`src/rtl/spi_master_arb.sv`:
```
// spi_master_arb: two-requester, round-robin SPI master for 8-bit frames, MSB first.
// Optional receive path enabled by defining SPI_MISO_EN (adds miso / rx_data ports).
module spi_master_arb #(
  parameter int CLK_DIV    = 4,
  parameter int GAP_CYCLES = 2
) (
  input  logic       clk,
  input  logic       rst,
  input  logic       req0_valid,
  input  logic [7:0] req0_data,
  output logic       req0_ready,
  input  logic       req1_valid,
  input  logic [7:0] req1_data,
  output logic       req1_ready,
  output logic       sclk,
  output logic       mosi,
  output logic       cs_n,
  output logic       busy,
  output logic       grant_id,
  output logic       done
`ifdef SPI_MISO_EN
  ,
  input  logic       miso,
  output logic [7:0] rx_data
`endif
);

  localparam int DIV_W = $clog2(CLK_DIV + 1);
  localparam int GAP_W = $clog2(GAP_CYCLES + 1);
  localparam logic [DIV_W-1:0] DIV_LAST = DIV_W'(CLK_DIV - 1);
  localparam logic [GAP_W-1:0] GAP_LAST = GAP_W'(GAP_CYCLES - 1);

  typedef enum logic [1:0] {S_IDLE, S_LOW, S_HIGH, S_GAP} state_t;

  state_t           state_q, state_d;
  logic [DIV_W-1:0] div_cnt_q, div_cnt_d;
  logic [2:0]       bit_cnt_q, bit_cnt_d;
  logic [GAP_W-1:0] gap_cnt_q, gap_cnt_d;
  logic [7:0]       shift_q, shift_d;
  logic             sclk_q, sclk_d;
  logic             mosi_q, mosi_d;
  logic             cs_n_q, cs_n_d;
  logic             done_q, done_d;
  logic             grant_q, grant_d;
  logic             last_grant_q, last_grant_d;
  logic [7:0]       load_byte;
`ifdef SPI_MISO_EN
  logic [7:0]       rx_sh_q, rx_sh_d;
  logic [7:0]       rx_data_q, rx_data_d;
`endif

  assign sclk     = sclk_q;
  assign mosi     = mosi_q;
  assign cs_n     = cs_n_q;
  assign done     = done_q;
  assign grant_id = grant_q;
  assign busy     = (state_q != S_IDLE);
`ifdef SPI_MISO_EN
  assign rx_data  = rx_data_q;
`endif

  // Round-robin ready: lone requester wins, tie goes to the one not served last.
  always_comb begin
    req0_ready = 1'b0;
    req1_ready = 1'b0;
    if (state_q == S_IDLE) begin
      if (req0_valid && req1_valid) begin
        req0_ready = last_grant_q;
        req1_ready = !last_grant_q;
      end else begin
        req0_ready = req0_valid;
        req1_ready = req1_valid;
      end
    end
  end

  // Next-state and registered-output logic for the frame sequencer.
  always_comb begin
    state_d      = state_q;
    div_cnt_d    = div_cnt_q;
    bit_cnt_d    = bit_cnt_q;
    gap_cnt_d    = gap_cnt_q;
    shift_d      = shift_q;
    sclk_d       = sclk_q;
    mosi_d       = mosi_q;
    cs_n_d       = cs_n_q;
    done_d       = 1'b0;
    grant_d      = grant_q;
    last_grant_d = last_grant_q;
    load_byte    = req1_ready ? req1_data : req0_data;
`ifdef SPI_MISO_EN
    rx_sh_d      = rx_sh_q;
    rx_data_d    = rx_data_q;
`endif
    unique case (state_q)
      S_IDLE: begin
        if (req0_ready || req1_ready) begin
          shift_d      = load_byte;
          mosi_d       = load_byte[7];
          grant_d      = req1_ready;
          last_grant_d = req1_ready;
          bit_cnt_d    = '0;
          div_cnt_d    = '0;
          cs_n_d       = 1'b0;
          state_d      = S_LOW;
        end
      end
      S_LOW: begin
        if (div_cnt_q == DIV_LAST) begin
          div_cnt_d = '0;
          sclk_d    = 1'b1;
          state_d   = S_HIGH;
`ifdef SPI_MISO_EN
          rx_sh_d   = {rx_sh_q[6:0], miso};
`endif
        end else begin
          div_cnt_d = div_cnt_q + DIV_W'(1);
        end
      end
      S_HIGH: begin
        if (div_cnt_q == DIV_LAST) begin
          div_cnt_d = '0;
          sclk_d    = 1'b0;
          if (bit_cnt_q == 3'd7) begin
            cs_n_d    = 1'b1;
            done_d    = 1'b1;
            gap_cnt_d = '0;
            state_d   = S_GAP;
`ifdef SPI_MISO_EN
            rx_data_d = rx_sh_q;
`endif
          end else begin
            shift_d   = {shift_q[6:0], 1'b0};
            mosi_d    = shift_q[6];
            bit_cnt_d = bit_cnt_q + 3'd1;
            state_d   = S_LOW;
          end
        end else begin
          div_cnt_d = div_cnt_q + DIV_W'(1);
        end
      end
      S_GAP: begin
        if (gap_cnt_q == GAP_LAST) begin
          state_d = S_IDLE;
        end else begin
          gap_cnt_d = gap_cnt_q + GAP_W'(1);
        end
      end
      default: state_d = S_IDLE;
    endcase
  end

  // State register with synchronous reset; reset aborts any frame in flight.
  always_ff @(posedge clk) begin
    if (rst) begin
      state_q      <= S_IDLE;
      div_cnt_q    <= '0;
      bit_cnt_q    <= '0;
      gap_cnt_q    <= '0;
      shift_q      <= '0;
      sclk_q       <= 1'b0;
      mosi_q       <= 1'b0;
      cs_n_q       <= 1'b1;
      done_q       <= 1'b0;
      grant_q      <= 1'b0;
      last_grant_q <= 1'b1;
`ifdef SPI_MISO_EN
      rx_sh_q      <= '0;
      rx_data_q    <= '0;
`endif
    end else begin
      state_q      <= state_d;
      div_cnt_q    <= div_cnt_d;
      bit_cnt_q    <= bit_cnt_d;
      gap_cnt_q    <= gap_cnt_d;
      shift_q      <= shift_d;
      sclk_q       <= sclk_d;
      mosi_q       <= mosi_d;
      cs_n_q       <= cs_n_d;
      done_q       <= done_d;
      grant_q      <= grant_d;
      last_grant_q <= last_grant_d;
`ifdef SPI_MISO_EN
      rx_sh_q      <= rx_sh_d;
      rx_data_q    <= rx_data_d;
`endif
    end
  end

endmodule
```
`config.mk`:
```
export PLATFORM = sky130hd
export DESIGN_NAME = spi_master_arb
export DESIGN_NICKNAME = d
export VERILOG_FILES = /design/src/rtl/spi_master_arb.sv
export SDC_FILE = /design/constraint.sdc
export NUM_CORES = 1
export LEC_CHECK = 0
export ABC_AREA = 1
export CAP_MARGIN = 20
export CORE_UTILIZATION = 40
export CTS_BUF_LIST = sky130_fd_sc_hd__clkbuf_8
export DETAILED_ROUTE_END_ITERATION = 7
export MAX_ROUTING_LAYER = met4
export SLEW_MARGIN = 20
export SYNTH_ARGS = -nofsm -noshare
export SYNTH_HDL_FRONTEND = slang
export SYNTH_SLANG_ARGS = --single-unit
```
`constraint.sdc`:
```
create_clock -name clk -period 1.8 [get_ports clk]
set_input_delay 0.36 -clock clk [delete_from_list [all_inputs] [get_ports clk]]
set_output_delay 0.36 -clock clk [all_outputs]
set_load 0.01 [all_outputs]
```
==> results.sh <==
# flow metrics
export IMPL_synth_flop_count=23
export IMPL_hold_buffers=0
export IMPL_critPathSlowestCell="clkdlybuf4s50_1"
export IMPL_yosys_area_sq_um=1400
export IMPL_drv_cap=0
export IMPL_r2r_end="mosi"
export IMPL_highest_layer="met4"
export IMPL_post_dp_hpwl_um=2500
export IMPL_first_pass_iters=4
export IMPL_buffers=48
export IMPL_core_area_sq_um=3340
export IMPL_worstMarginPinSlew_ns=0.353
export IMPL_critPathLaunchType="input pin"
export IMPL_cp_end_kind="primary output"
export IMPL_layout_nets=282
export IMPL_whs_path_depth=2
export IMPL_hold_start="div_cnt_q[2]"
export IMPL_grt_util_met1_pct=23.3
export IMPL_cts_setup_buffers=1
export IMPL_critPathKind="in2out"
export IMPL_drcViolationCount=0
export IMPL_topCellsByArea="dfxtp_1, nand2_1, inv_1"
export IMPL_antenna_found_initial=0
export IMPL_max_slew_margin_pct=76.2
export IMPL_grt_overflow_total=0
export IMPL_switchingPower_uw=990
export IMPL_worst_slack_ns=0.0909
export IMPL_cts_tree="built"
export IMPL_power_leader="combinational cells"
export IMPL_fin_util_pct=57.4
export IMPL_synth_cellmix_simpleShare_pct=35.1
export IMPL_power_frac_clock_pct=13.3
export IMPL_crit_fanout=3
export IMPL_met2_usage_pct=33.1
export IMPL_xor_area_share_pct=0
export IMPL_crit_required_ns=1.44
export IMPL_dominant_cells="logic gates"
export IMPL_floorplan_core_util_pct=42.0
export IMPL_ir_worst_vdd_uv=543
export IMPL_reg2reg_from="state_q[0]"
export IMPL_worstHoldPathType="reg2reg"
export IMPL_clock_sinks=23
export IMPL_synth_area_sq_um=1400
export IMPL_yosysSeqAreaShare_pct=32.8
export IMPL_lay_top_count="nand2_1"
export IMPL_clk_pin_slew_ns=0.09
export IMPL_status="completed"
export IMPL_fmax_mhz=585
export IMPL_antenna_left=0
export IMPL_n_antenna_cell=0
export IMPL_clk_share_pct=2.35
export IMPL_h_tree_depth=1
export IMPL_setup_tns_ns=0
export IMPL_tool_warnings=30
export IMPL_rsz0062_at_grt="false"
export IMPL_worstRegToRegCells=10
export IMPL_clock_path_buffers=2
export IMPL_cts_resized=6
export IMPL_fp_nets=234
export IMPL_final_cell_mix="nand2_1, inv_1, clkdlybuf4s50_1"
export IMPL_internal_power_uw=1440
export IMPL_grt_pass1_vias=1229
export IMPL_gp_congestion=0.810
export IMPL_busiest_layer="met2"
export IMPL_nMultiInputCombCells=138
export IMPL_grt_pass1_wl_um=5170
export IMPL_tap_cell_count=46
export IMPL_drive_gt1_share_pct=19.0
export IMPL_die_area_sq_um=3750
export IMPL_comb_area_share_pct=41.0
export IMPL_logic_area_sq_um=785
export IMPL_crit_path_end="req1_ready"
export IMPL_crit_family="buffers and inverters"
export IMPL_wl_met2_um=1570
export IMPL_hold_viol=0
export IMPL_wl_met3_um=102
export IMPL_critPathMaxStageDelay_ns=0.53
export IMPL_p_total_uw=2430
export IMPL_ys_sh_aoi_pct=10.8
export IMPL_combPwrFrac_pct=55.8
export IMPL_yosysTopAreaCell="dfxtp_1"
export IMPL_power_per_cell_area_nw_per_um2=1270
export IMPL_pg_comb_uw=1360
export IMPL_r2r_slack_ns=0.18
export IMPL_crit_start="req0_valid"
export IMPL_syn_avg_cell_area_sq_um=6.84
export IMPL_dr_first_iter_drc_count=36
export IMPL_mux_share_pct=0
export IMPL_leakage_uw=0.000935
export IMPL_top_cell="nand2_1"
export IMPL_crit_buf_inv=3
export IMPL_flop_area_sq_um=460
export IMPL_grt_util_all_layers_pct=19.3
export IMPL_path_common_cell="nand2_2"
export IMPL_synth_warnings=0
export IMPL_period_used_pct=94.9
export IMPL_met1Wirelength_um=1530
export IMPL_inv_count=39
export IMPL_edf_count=0
export IMPL_yosys_area_share_adder_pct=8.03
export IMPL_chipWidth_um=61.2
export IMPL_async_flop_share_pct=0
export IMPL_synth_cell_types=26
export IMPL_flops=23
export IMPL_yosysCellCount=205
export IMPL_top_cells_by_count="nand2_1, inv_1, dfxtp_1"
export IMPL_yosysTopAreaCellShare_pct=32.8
export IMPL_netlist_instances=205
[stage by stage]
| stage | area (sq um) | std cells | hold slack [ns] |
|---|---|---|---|
| 4_1_cts | 1900 | 298 | 0.450 |
| 3_5_place_dp | 1840 | 293 | 0.437 |
| 2_1_floorplan | 1400 | 205 | 0.425 |
| 5_1_grt | 1920 | 298 | 0.482 |
| 6_report | 1920 | 298 | 0.452 |
| 3_3_place_gp | 1840 | 293 | 0.434 |
[registers in the layout (all words and copies together), names as in the netlist]
signal and flops:
mosi 1, done 1, div_cnt_q 3, sclk 1
shift_q 7, grant_id 1, bit_cnt_q 3, gap_cnt_q 2
cs_n 1, state_q 2, last_grant_q 1
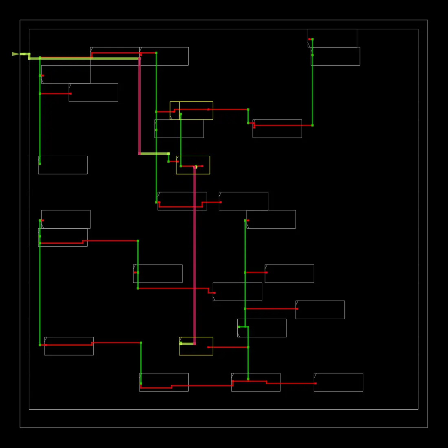
(clock routing)
clkbuf count: 3
Insertion Delay late pin: 0.27 ns
power in the clock group: 323 uW
Num CTS Buffers: 3
clock skew: 0.00811 ns

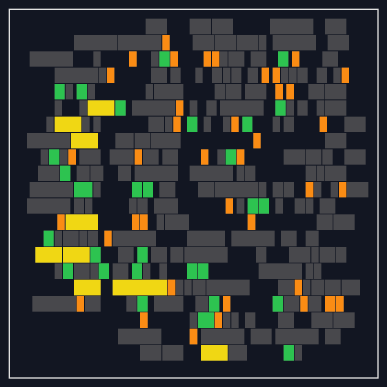
(logic cells by family)
Drawn at 6 px/um.
adder and majority cells: drawn in yellow, cells 9, most used ha_1. inverters: drawn in orange, cells 39, most used inv_1. inverting AOI/OAI gates: drawn in green, cells 29, most used a21oi_1.

Power figures rest on the tool's default switching activity, not on a simulated workload.
